==> images/wire_density.png <==
(4 px per um) The die is cut into 19 by 19 equal tiles; white is low, dark blue is high, scaled to the fullest tile. Values are wire area over tile area, all layers added.
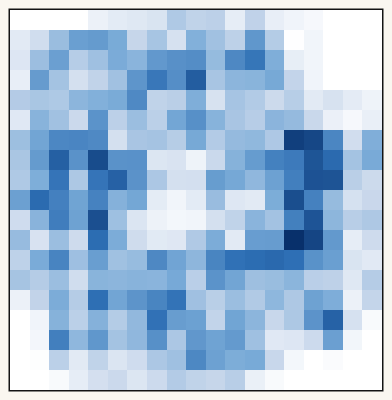
==> images/clock_map.png <==
(4 px per um)
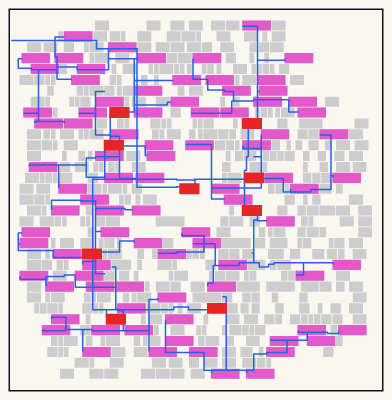
`src/rtl/fixed_point_pkg.sv`:
```
// Shared types and helpers for the fixed-point result stage.
// Holds the skid-buffer state encoding, the buffered entry layout and the
// saturation limits. Entries carry a MAX_N-wide data field; users keep only the low N bits.
package fixed_point_pkg;

  // Widest data path any instance may use. The entry struct is sized to it
  // because a package typedef cannot follow a module parameter.
  localparam int MAX_N = 64;

  // Occupancy of the two-entry skid buffer.
  typedef enum logic [1:0] {
    EMPTY = 2'd0,
    ONE   = 2'd1,
    FULL  = 2'd2
  } buf_state_t;

  // One buffered word. Overflow is captured alongside the data so it always
  // describes the word it travels with.
  typedef struct packed {
    logic [MAX_N-1:0] data;
    logic             carry;
    logic             ovf;
  } entry_t;

  // Largest positive two's-complement value for an n-bit word: 0111...1.
  function automatic logic [MAX_N-1:0] sat_pos_limit(input int n);
    return (MAX_N'(1) << (n - 1)) - MAX_N'(1);
  endfunction

  // Most negative two's-complement value for an n-bit word: 1000...0.
  function automatic logic [MAX_N-1:0] sat_neg_limit(input int n);
    return MAX_N'(1) << (n - 1);
  endfunction

endpackage

```
`src/rtl/fixed_point_saturate.sv`:
```
// Purely combinational clamp of the subtractor difference on signed overflow.
// Clamping is compiled in only when FIXED_POINT_SATURATE_EN is defined;
// otherwise the wrapped difference passes through unchanged.
module fixed_point_saturate
  import fixed_point_pkg::*;
#(
  parameter int N = 32
) (
  input  logic [N-1:0] diff,
  input  logic         b_sign,
  input  logic         ovf,
  output logic [N-1:0] data
);

`ifdef FIXED_POINT_SATURATE_EN
  // On overflow the true result lies beyond the range on the minuend's side,
  // so clamp towards the limit that matches the sign of b.
  always_comb begin
    data = diff;
    if (ovf) begin
      data = b_sign ? N'(sat_neg_limit(N)) : N'(sat_pos_limit(N));
    end
  end
`else
  // Wrapping build: the control inputs have no effect on the data.
  logic unused_ctl;
  assign unused_ctl = b_sign ^ ovf;
  assign data       = diff;
`endif

endmodule

```
`src/rtl/fixed_point_result_stage.sv`:
```
// Registers a subtractor result through a 2-entry skid buffer, flags signed overflow, counts overflow events.
// Latency 1 cycle from accept to out_valid; 1 word/cycle sustained while out_ready=1.
// in_ready is a register (state != FULL); build with FIXED_POINT_SATURATE_EN to clamp overflowed words.
module fixed_point_result_stage
  import fixed_point_pkg::*;
#(
  parameter int N     = 32,
  parameter int CNT_W = 16
) (
  input  logic             clk,
  input  logic             rst,
  input  logic             in_valid,
  output logic             in_ready,
  input  logic [N-1:0]     diff,
  input  logic             carry_out,
  input  logic             a_sign,
  input  logic             b_sign,
  output logic             out_valid,
  input  logic             out_ready,
  output logic [N-1:0]     result,
  output logic             carry,
  output logic             overflow,
  input  logic             clr_count,
  output logic [CNT_W-1:0] ovf_count
);

  localparam logic [CNT_W-1:0] CNT_MAX = '1;

  buf_state_t       state_q;
  buf_state_t       state_d;
  entry_t           out_q;
  entry_t           skid_q;
  entry_t           in_entry;
  logic             in_ready_q;
  logic [CNT_W-1:0] cnt_q;
  logic [N-1:0]     sat_data;
  logic             in_ovf;
  logic             accept;
  logic             emit;
  logic             load_out_new;
  logic             load_out_skid;
  logic             load_skid;

  // Signed overflow of b - a: operands differ in sign and the difference
  // came out with the sign opposite to the minuend.
  assign in_ovf = (a_sign != b_sign) && (diff[N-1] != b_sign);

  fixed_point_saturate #(.N(N)) u_saturate (
    .diff   (diff),
    .b_sign (b_sign),
    .ovf    (in_ovf),
    .data   (sat_data)
  );

  // Assemble the word to be captured; unused upper data bits stay zero.
  always_comb begin
    in_entry              = '0;
    in_entry.data[N-1:0]  = sat_data;
    in_entry.carry        = carry_out;
    in_entry.ovf          = in_ovf;
  end

  // Handshakes. in_ready_q is low in FULL, so nothing is accepted there.
  assign out_valid = (state_q != EMPTY);
  assign accept    = in_valid && in_ready_q;
  assign emit      = out_valid && out_ready;

  // Next-state and buffer load decisions from the current occupancy.
  always_comb begin
    state_d       = state_q;
    load_out_new  = 1'b0;
    load_out_skid = 1'b0;
    load_skid     = 1'b0;
    case (state_q)
      EMPTY: begin
        if (accept) begin
          state_d      = ONE;
          load_out_new = 1'b1;
        end
      end
      ONE: begin
        case ({accept, emit})
          2'b10: begin
            // Consumer stalled: park the new word in the skid slot.
            state_d   = FULL;
            load_skid = 1'b1;
          end
          2'b01: begin
            state_d = EMPTY;
          end
          2'b11: begin
            // Pass-through: the output register is refilled in place.
            load_out_new = 1'b1;
          end
          default: begin
            state_d = ONE;
          end
        endcase
      end
      FULL: begin
        if (emit) begin
          state_d       = ONE;
          load_out_skid = 1'b1;
        end
      end
      default: begin
        state_d = EMPTY;
      end
    endcase
  end

  // State register plus registered in_ready, which never sees out_ready combinationally.
  always_ff @(posedge clk) begin
    if (rst) begin
      state_q    <= EMPTY;
      in_ready_q <= 1'b1;
    end else begin
      state_q    <= state_d;
      in_ready_q <= (state_d != FULL);
    end
  end

  // Output and skid registers; both entries are dropped on reset.
  always_ff @(posedge clk) begin
    if (rst) begin
      out_q  <= '0;
      skid_q <= '0;
    end else begin
      if (load_out_new) begin
        out_q <= in_entry;
      end else if (load_out_skid) begin
        out_q <= skid_q;
      end
      if (load_skid) begin
        skid_q <= in_entry;
      end
    end
  end

  // Saturating overflow event counter; clear takes priority over a count.
  always_ff @(posedge clk) begin
    if (rst || clr_count) begin
      cnt_q <= '0;
    end else if (accept && in_ovf && (cnt_q != CNT_MAX)) begin
      cnt_q <= cnt_q + CNT_W'(1);
    end
  end

  // Upper data bits of the shared entry layout are constant zero here.
  if (N < MAX_N) begin : g_pad
    logic unused_pad;
    assign unused_pad = ^{out_q.data[MAX_N-1:N], skid_q.data[MAX_N-1:N]};
  end

  assign in_ready  = in_ready_q;
  assign result    = out_q.data[N-1:0];
  assign carry     = out_q.carry;
  assign overflow  = out_q.ovf;
  assign ovf_count = cnt_q;

endmodule

```
`config.mk`:
```
export PLATFORM = sky130hd
export DESIGN_NAME = fixed_point_result_stage
export DESIGN_NICKNAME = d
export VERILOG_FILES = /design/src/rtl/fixed_point_pkg.sv /design/src/rtl/fixed_point_saturate.sv /design/src/rtl/fixed_point_result_stage.sv
export SDC_FILE = /design/constraint.sdc
export NUM_CORES = 1
export LEC_CHECK = 0
export CAP_MARGIN = 20
export CORE_AREA = 2 2 91 93
export CTS_CLUSTER_DIAMETER = 80
export DETAILED_ROUTE_END_ITERATION = 10
export DIE_AREA = 0 0 93 95
export PLACE_DENSITY = 0.74
export SETUP_SLACK_MARGIN = 0.2
export SYNTH_ARGS = -nofsm -noshare
export SYNTH_HDL_FRONTEND = slang
export SYNTH_SLANG_ARGS = --single-unit
```
`constraint.sdc`:
```
create_clock -name clk -period 2.6 [get_ports clk]
set_clock_uncertainty 0.2 [all_clocks]
set_input_delay 0.52 -clock clk [delete_from_list [all_inputs] [get_ports clk]]
set_output_delay 0.52 -clock clk [all_outputs]
set_load 0.02 [all_outputs]
```
==> metrics.yaml <==
clock_tree:
  post_cts.repair.setup_buffers: 0
  cts_made_buffers: 9
  clock.latency.late_pin_ns: 0.35
  cts_tree: "done"
  clock_tree.buffer_depth: 2
  cts_sinks: 87
finish:
  clock_buffers_and_inverters_area_share_pct: 3.71
  clkbuf_count: 10
  area.growth.synth_to_final_pct: 32.1
  signal_buffers: 101
  multi_input_comb_cells: 303
  layout.cells.largest_class: "logic gates"
  comb_area_mm2: 0.00183
  antenna-diode-count: 0
  largest_register_ff_count: 34
  final_core_utilization_pct: 62.2
  layout.non_clock_inverters: 3
  post_layout_nonfiller_instances: 615
  nNetsFinal: 546
timing:
  tns_ns: 0
  max_slew_margin_pct: 58.3
  post-route-period-util_pct: 89.5
  final.setup.worst_slack_ns: 0.272
  period_needed_ns: 2.33
  grt_setup_unrepaired: "no"
  maxSlewViolCount: 0
  fmax_ghz: 0.430
synth:
  enable_flop_cells: 0
  number_of_instances_in_the_synthesized_netlist: 425
  netlist.area_leader.share_pct: 46.7
  top_cells_by_area: "sky130_fd_sc_hd__dfxtp_1 47%, sky130_fd_sc_hd__mux2i_1 10%, sky130_fd_sc_hd__nand2_1 8.1%"
  yosys-dominant-comb-family: "simple AND/OR/NAND/NOR gates"
  top_cell: "sky130_fd_sc_hd__dfxtp_1"
  area_share_of_and_or_or_and_cells_after_synthesis_pct: 17.2
  ys_cells: 425
  synth.top_cells.by_count: "87 x sky130_fd_sc_hd__dfxtp_1, 81 x sky130_fd_sc_hd__nand2_1, 48 x sky130_fd_sc_hd__a21oi_1"
  ys.warnings.count: 0
  synth_xor_xnor_area_share_pct: 0
  synth.largest_area_cell: "sky130_fd_sc_hd__dfxtp_1"
  post_synth_num_cell_types: 39
setup_path:
  sequence_of_cells_on_the_critical_path: "or2_2 -> clkdlybuf4s50_1"
  worst-endpoint-required_ns: 1.88
  crit_cells: 2
  worstRegToRegCells: 5
  cp-startpoint: "state_q[1]"
  crit_arrival_ns: 1.61
  timing.reg2reg.setup_slack_ns: 0.50
  r2r_end: "ovf_count[14]"
  timing.rr.start: "ovf_count[0]"
  timing.critical_path.max_delay_family: "buffers and inverters"
  startpoint_type: "flop"
  crit_fanout: 8
  timing.critical_path.to_type: "output port"
floorplan:
  io-pin-count: 92
min_path:
  hold_depth: 2
  min-delay-start: "skid_q[14]"
  min_path_type: "reg -> reg"
job:
  max-cap-violations: 0
  warnings: 26
detailed_routing:
  totalWireLength_mm: 9.06
  met1Wirelength_mm: 4.00
  drt_drc_violations_left: 0
  wl_met3_um: 513
power_and_ir_drop:
  power.combinational.total_mw: 0.457
  top_power_group: "sequential cells"
  clock_power_share_pct: 31.5
  leakage_nw: 1.89
  vdd.ir_drop.worst_mv: 0.370
  net-switching-power_mw: 0.765
grt:
  grt_start_max_net_pins: 49
  grt_met2_use_pct: 35.6
  grt_first_pass_wirelength_mm: 14.9
  global_route.peak_usage_layer: "met2"
  globalRoute.totalOverflow: 0
placement:
  gp_routability_congestion: 0.877
  dpl_worst_slack_ns: 0.0782
  placed_cell_area_mm2: 0.00475
status:
  status: "complete, no violations"
-- wire_density.png (at the start) --
emptiest ninth of the die: top right
nearly empty tiles: 8.9%
mean over tiles: 0.16
fullest tile: 0.45
tiles over half the peak: 28%

-- clock_map.png (at the start) --
legend:
  cells driving clock nets:
    colour: red
    count: 9
  flip-flops:
    colour: magenta
    count: 87
  clock wires:
    colour: blue
    length: 996 um
flops lie: widely spread

